$ cat config.mk
export PLATFORM = sky130hd
export DESIGN_NAME = if_run_ctrl
export DESIGN_NICKNAME = d
export VERILOG_FILES = /design/src/rtl/if_run_ctrl_pkg.sv /design/src/rtl/if_run_ctrl_byte_word_packer.sv /design/src/rtl/if_run_ctrl.sv
export SDC_FILE = /design/constraint.sdc
export NUM_CORES = 1
export LEC_CHECK = 0
export CORE_ASPECT_RATIO = 0.6
export CORE_MARGIN = 4
export CORE_UTILIZATION = 47
export CTS_CLUSTER_DIAMETER = 60
export DETAILED_ROUTE_END_ITERATION = 6
export PLACE_DENSITY = 0.8
export SYNTH_ARGS = -nofsm -noshare
export SYNTH_HDL_FRONTEND = slang
export SYNTH_SLANG_ARGS = --single-unit
$ cat constraint.sdc
create_clock -name i_clk -period 2.8 [get_ports i_clk]
set_input_delay 0.42 -clock i_clk [delete_from_list [all_inputs] [get_ports i_clk]]
set_output_delay 0.42 -clock i_clk [all_outputs]
set_load 0.02 [all_outputs]
$ cat src/rtl/if_run_ctrl_pkg.sv
// ============================================================================
//  Module      : if_run_ctrl_pkg
//  Description : Shared constants for the fetch-stage run controller: FSM
//                state encoding, debug command bytes and the end-of-program
//                instruction word.
//  Revision    : 1.0 - initial release
// ============================================================================
`default_nettype none

package if_run_ctrl_pkg;

    // Controller states (3-bit encoding is exported on o_state for debug)
    typedef enum logic [2:0] {
        ST_IDLE  = 3'd0,
        ST_CLEAR = 3'd1,
        ST_LOAD  = 3'd2,
        ST_RUN   = 3'd3,
        ST_STEP  = 3'd4,
        ST_DONE  = 3'd5
    } state_t;

    // ASCII command bytes from the debug/UART front end
    localparam logic [7:0] CMD_LOAD = 8'h4C;  // 'L'
    localparam logic [7:0] CMD_CONT = 8'h43;  // 'C'
    localparam logic [7:0] CMD_STEP = 8'h53;  // 'S'
    localparam logic [7:0] CMD_EXIT = 8'h45;  // 'E'

    // Instruction that marks the end of a program image
    localparam logic [31:0] HALT_WORD = 32'hFFFF_FFFF;

    // Width of the enabled-cycle counter
    localparam int CNT_BITS = 32;

endpackage : if_run_ctrl_pkg

`default_nettype wire

$ cat src/rtl/if_run_ctrl_byte_word_packer.sv
// ============================================================================
//  Module      : byte_word_packer
//  Description : Collects MSB-first bytes into instruction words. Holds the
//                previously received bytes and a byte counter; o_word is the
//                word including the byte currently presented, o_word_done
//                flags the byte that completes a word.
//  Revision    : 1.0 - initial release
// ============================================================================
`default_nettype none

module byte_word_packer #(
    parameter int DATA_BITS = 32,
    parameter int BYTE_BITS = 8
) (
    input  logic                 i_clk,
    input  logic                 i_reset,
    input  logic                 i_clr,
    input  logic                 i_shift,
    input  logic [BYTE_BITS-1:0] i_byte,
    output logic [DATA_BITS-1:0] o_word,
    output logic                 o_word_done
);

    localparam int NUM_BYTES = DATA_BITS / BYTE_BITS;
    localparam int CNT_W     = (NUM_BYTES > 1) ? $clog2(NUM_BYTES) : 1;
    localparam logic [CNT_W-1:0] LAST_BYTE = CNT_W'(NUM_BYTES - 1);

    // Only the bytes preceding the final one need storage; the last byte is
    // taken straight from the input when the word completes.
    logic [DATA_BITS-BYTE_BITS-1:0] r_word;
    logic [CNT_W-1:0]               r_cnt;

    assign o_word      = {r_word, i_byte};
    assign o_word_done = i_shift && (r_cnt == LAST_BYTE);

    // Shift register and byte counter; counter wraps after the last byte
    always_ff @(posedge i_clk or negedge i_reset) begin
        if (!i_reset) begin
            r_word <= '0;
            r_cnt  <= '0;
        end else if (i_clr) begin
            r_word <= '0;
            r_cnt  <= '0;
        end else if (i_shift) begin
            r_word <= o_word[DATA_BITS-BYTE_BITS-1:0];
            r_cnt  <= (r_cnt == LAST_BYTE) ? '0 : r_cnt + 1'b1;
        end
    end

endmodule : byte_word_packer

`default_nettype wire

$ cat src/rtl/if_run_ctrl.sv
// ============================================================================
//  Module      : if_run_ctrl
//  Description : Fetch-stage sequencer. Loads a program byte stream into the
//                instruction memory, then starts the pipeline in continuous
//                or single-step mode until the program ends or is aborted.
//                Optional feature macro IF_RUN_CTRL_CYCLE_CNT_EN adds an
//                enabled-cycle counter on o_cycle_count (tied to 0 otherwise).
//  Revision    : 1.0 - initial release
// ============================================================================
`default_nettype none

module if_run_ctrl #(
    parameter int                   DATA_BITS = 32,
    parameter int                   BYTE_BITS = 8,
    parameter logic [DATA_BITS-1:0] HALT_WORD = {DATA_BITS{1'b1}}
) (
    input  logic                 i_clk,
    input  logic                 i_reset,
    input  logic                 i_cmd_valid,
    input  logic [BYTE_BITS-1:0] i_cmd,
    input  logic                 i_data_valid,
    input  logic [BYTE_BITS-1:0] i_data,
    input  logic                 i_full_mem,
    input  logic                 i_empty_mem,
    input  logic                 i_end_program,
    output logic                 o_write_mem,
    output logic [DATA_BITS-1:0] o_instruction,
    output logic                 o_clear_mem,
    output logic                 o_start,
    output logic                 o_enable,
    output logic                 o_flush,
    output logic                 o_busy,
    output logic                 o_error,
    output logic [2:0]           o_state,
    output logic [31:0]          o_cycle_count
);

    import if_run_ctrl_pkg::*;

    state_t               r_state;
    logic                 r_write;
    logic [DATA_BITS-1:0] r_instr;
    logic                 r_clear;
    logic                 r_start;
    logic                 r_enable;
    logic                 r_flush;
    logic                 r_error;

    logic                 w_exit;
    logic                 w_step_cmd;
    logic                 w_abort;
    logic                 w_pk_clr;
    logic                 w_pk_shift;
    logic [DATA_BITS-1:0] w_word;
    logic                 w_word_done;

    assign w_exit     = i_cmd_valid && (i_cmd == CMD_EXIT);
    assign w_step_cmd = i_cmd_valid && (i_cmd == CMD_STEP);
    assign w_abort    = (r_state == ST_LOAD) && w_exit;

    // Packer is held empty outside LOAD so every load starts word-aligned;
    // an abort also discards any partially assembled word.
    assign w_pk_clr   = (r_state != ST_LOAD) || w_abort;
    assign w_pk_shift = i_data_valid && (r_state == ST_LOAD) && !w_abort;

    byte_word_packer #(
        .DATA_BITS (DATA_BITS),
        .BYTE_BITS (BYTE_BITS)
    ) u_packer (
        .i_clk       (i_clk),
        .i_reset     (i_reset),
        .i_clr       (w_pk_clr),
        .i_shift     (w_pk_shift),
        .i_byte      (i_data),
        .o_word      (w_word),
        .o_word_done (w_word_done)
    );

    // Sequencer FSM; every output is a flop, pulses default low each cycle
    always_ff @(posedge i_clk or negedge i_reset) begin
        if (!i_reset) begin
            r_state  <= ST_IDLE;
            r_write  <= 1'b0;
            r_instr  <= '0;
            r_clear  <= 1'b0;
            r_start  <= 1'b0;
            r_enable <= 1'b0;
            r_flush  <= 1'b0;
            r_error  <= 1'b0;
        end else begin
            r_write <= 1'b0;
            r_clear <= 1'b0;
            r_start <= 1'b0;
            r_flush <= 1'b0;
            r_error <= 1'b0;
            case (r_state)
                ST_IDLE: begin
                    r_enable <= 1'b0;
                    if (i_cmd_valid) begin
                        case (i_cmd)
                            CMD_LOAD: begin
                                r_clear <= 1'b1;
                                r_state <= ST_CLEAR;
                            end
                            CMD_CONT: begin
                                if (i_empty_mem) begin
                                    r_error <= 1'b1;
                                end else begin
                                    r_start  <= 1'b1;
                                    r_enable <= 1'b1;
                                    r_state  <= ST_RUN;
                                end
                            end
                            CMD_STEP: begin
                                if (i_empty_mem) begin
                                    r_error <= 1'b1;
                                end else begin
                                    r_start <= 1'b1;
                                    r_state <= ST_STEP;
                                end
                            end
                            default: ;
                        endcase
                    end
                end
                ST_CLEAR: begin
                    r_state <= ST_LOAD;
                end
                ST_LOAD: begin
                    if (w_abort) begin
                        r_state <= ST_IDLE;
                    end else if (w_word_done) begin
                        // The halt word is always written so the pipeline
                        // can detect the end; only program words honour full
                        if (w_word == HALT_WORD) begin
                            r_write <= 1'b1;
                            r_instr <= w_word;
                            r_state <= ST_IDLE;
                        end else if (i_full_mem) begin
                            r_error <= 1'b1;
                            r_state <= ST_IDLE;
                        end else begin
                            r_write <= 1'b1;
                            r_instr <= w_word;
                        end
                    end
                end
                ST_RUN: begin
                    if (i_end_program || w_exit) begin
                        r_enable <= 1'b0;
                        r_flush  <= 1'b1;
                        r_state  <= ST_DONE;
                    end else begin
                        r_enable <= 1'b1;
                    end
                end
                ST_STEP: begin
                    // End of program takes priority over a step request
                    r_enable <= 1'b0;
                    if (i_end_program || w_exit) begin
                        r_flush <= 1'b1;
                        r_state <= ST_DONE;
                    end else if (w_step_cmd) begin
                        r_enable <= 1'b1;
                    end
                end
                ST_DONE: begin
                    r_enable <= 1'b0;
                    r_state  <= ST_IDLE;
                end
                default: begin
                    r_enable <= 1'b0;
                    r_state  <= ST_IDLE;
                end
            endcase
        end
    end

`ifdef IF_RUN_CTRL_CYCLE_CNT_EN
    logic [CNT_BITS-1:0] r_cycle_count;

    // Counts enabled cycles; the start pulse coincides with the first RUN
    // cycle, so that cycle is counted while clearing
    always_ff @(posedge i_clk or negedge i_reset) begin
        if (!i_reset) begin
            r_cycle_count <= '0;
        end else if (r_start) begin
            r_cycle_count <= {{(CNT_BITS-1){1'b0}}, r_enable};
        end else if (r_enable && (r_cycle_count != {CNT_BITS{1'b1}})) begin
            r_cycle_count <= r_cycle_count + 1'b1;
        end
    end

    assign o_cycle_count = r_cycle_count;
`else
    assign o_cycle_count = '0;
`endif

    assign o_write_mem   = r_write;
    assign o_instruction = r_instr;
    assign o_clear_mem   = r_clear;
    assign o_start       = r_start;
    assign o_enable      = r_enable;
    assign o_flush       = r_flush;
    assign o_error       = r_error;
    assign o_state       = r_state;
    assign o_busy        = (r_state != ST_IDLE);

endmodule : if_run_ctrl

`default_nettype wire

**Metal 2**

Cells faint in the background.
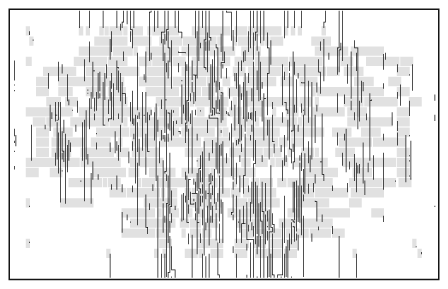
longest straight run: 30.6 um
share of all routed wire: 44%
wire length on this layer: 3,130 um
nets with wire on the layer: 316
main direction: vertical

**Metal 3**

The bar under the picture is 20 um long.
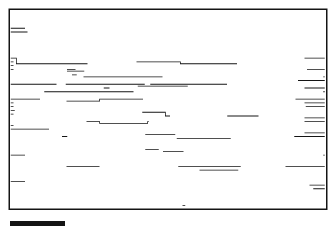
share of all routed wire: 7.8%
wire length on this layer: 556 um
longest straight run: 32.2 um
M3 GR Usage: 0.0708
Routed WL: 7120 um

==> impl_metrics.toml <==
# synthesis and place-and-route metrics
[run_status]
outcome = "finished, final reports clean"

[sta]
maxSlewHeadroom = 0.553
max_freq_mhz = 415
clock_skew_ns = 0.00898
fin_tns_setup_ns = 0
hold_viol = 0
fin_hold_ws_ns = 0.0968

[route]
topRoutingLayerUsed = "met4"
num_vias = 2150

[die]
die_w_um = 115

[clock_network]
postCtsSetupRepairBufs = 0
cts_tree = "built"
root_buffer = "clkbuf_16"
cts.sinks = 67

[yosys]
compound_area_frac = 0.0379
top_cell = "dfrtp_1"
common_cells = "67 x dfrtp_1, 34 x nor2_1, 33 x buf_4"

[global_route]
busiest_layer = "met1"
gr-usage-met1 = 0.254

[power_and_ir_drop]
p_clk_frac = 0.506
p_sw_mw = 0.492
p_int_mw = 1.75

[critical_path]
crit_type = "in2reg"
start_kind = "input pin"
cp.depth = 7
r2r-start = "u_packer.r_word[12]$_DFFE_PN0P_"
reg2reg_to = "o_instruction[16]$_DFFE_PN0P_"

[final_layout]
logic_area_sq_mm = 0.00136
utilization = 0.624
clkCellAreaFrac = 0.0733
inverters = 2
dominant_cells = "registers"

[flow_run]
cap_violations = 0

[placed_design]
portBuffers = 64
